==> config.mk <==
export PLATFORM = sky130hd
export DESIGN_NAME = dff_bank_arbiter
export DESIGN_NICKNAME = d
export VERILOG_FILES = /design/src/rtl/dff_bank_arbiter.sv
export SDC_FILE = /design/constraint.sdc
export NUM_CORES = 1
export LEC_CHECK = 0
export ABC_AREA = 1
export CORE_MARGIN = 2
export CORE_UTILIZATION = 39
export DETAILED_ROUTE_END_ITERATION = 8
export HOLD_SLACK_MARGIN = 0.06
export PLACE_DENSITY = 0.72
export SETUP_SLACK_MARGIN = 0.5
export SYNTH_ARGS = -nofsm -noshare
export SYNTH_HDL_FRONTEND = slang
export SYNTH_SLANG_ARGS = --single-unit
export TNS_END_PERCENT = 10
==> constraint.sdc <==
create_clock -name clk -period 1.1 [get_ports clk]
set_input_delay 0.11 -clock clk [delete_from_list [all_inputs] [get_ports clk]]
set_output_delay 0.11 -clock clk [all_outputs]
set_load 0.02 [all_outputs]
Fig. 1: sequential cells colored by netlist name
Bar = 20 µm. Other sequential cells in the stronger gray, the rest of the logic in the fainter gray.
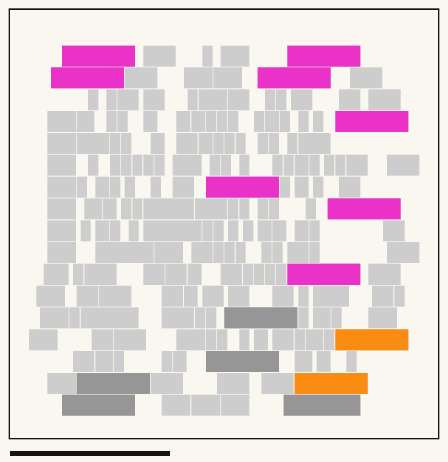
orange -> cnt_q  # sequential cells 2
magenta -> q  # sequential cells 8
not colored = 5
final core occ: 0.6876
P_seq: 1000 µW

Fig. 2: logic cells by family
Bar = 20 µm.
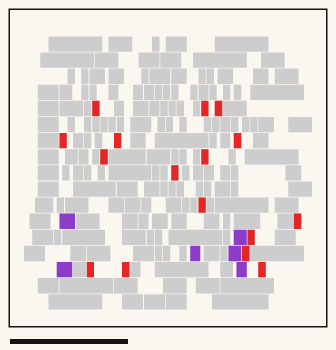
purple -> inverting AOI/OAI gates  # cells 6
red -> inverters  # cells 16
non-filler instance count after layout: 221
logic share of the area: 0.3414
most common logic cell in the routed design: nand2_1

==> impl_metrics.ini <==
; generated from flow reports
[synthesis]
flop_cell = dfrtp_1
fp_nets = 161
aoi_share = 0.03953
synth_seq_share = 0.3953
synth.comb.largest_family = simple AND/OR/NAND/NOR gates
syn_area_um2 = 949.7
yosys_area_um2 = 949.7

[timing]
worst_pin_slew_ns = 0.3716
setup_viol = 9
fin_setup_tns_ns = -0.8694
setup_ws_ns = -0.1255
finalHoldViolCount = 0

[cts]
numCtsBuffers = 3
cts_tree = built

[route]
wl_per_cell_um = 10.85
drtPass1Iterations = 4
drt-vias-per-instance = 4.670
wl_mm = 2.397

[floorplanning]
io-pin-count = 36
fp_util = 0.4212
rows = 17

[finish]
regArea_um2 = 376.6
largest_register_ffs = 8
lay_top_cells = nand2_1, nor2_1, clkdlybuf4s50_1

[status]
status = finished with violations
violations = setup timing

[global_routing]
first_global_vias = 963
grt_max_degree = 19
track_usage = 0.1967
grt_pass1_wl_mm = 4.002

[setup_path]
critical-path-top-delay-family = simple AND/OR/NAND/NOR gates
worstPathRequired_ns = 1.29
path_buffers = 2

[placement]
dp_cells = 217
dp_slack_ns = -0.4551
post_dp_cell_area_um2 = 1476
## layout make-up
class	count	share of cell area
clock buffer	4	0.01695
multi-input combinational	102	0.3414
timing repair buffer	56	0.3374
tap	28	0.02260
sequential	15	0.2429
inverter	16	0.03874
## repair_timing
item                       4_1_cts  5_1_grt
gates cloned                     0        0
gates resized                   70        9
setup endpoints to repair       27       27
pin swaps                        1        3
## metal layers
| layer | global-route usage | vias to the layer above | part of all wire |
|---|---|---|---|
| li1 | - | 540 | - |
| met1 | 0.2374 | 464 | 0.44 |
| met2 | 0.3416 | 24 | 0.52 |
| met3 | 0.02542 | 4 | 0.024 |
| met4 | 0.08974 | 0 | 0.016 |
| met5 | 0 | - | 0 |
## where the power goes
part / internal (µW) / switching (µW)
sequential: 819 / 185
clock: 141 / 188
combinational: 1100 / 1110
total: 2060 / 1480
Power figures rest on the tool's default switching activity, not on a simulated workload.
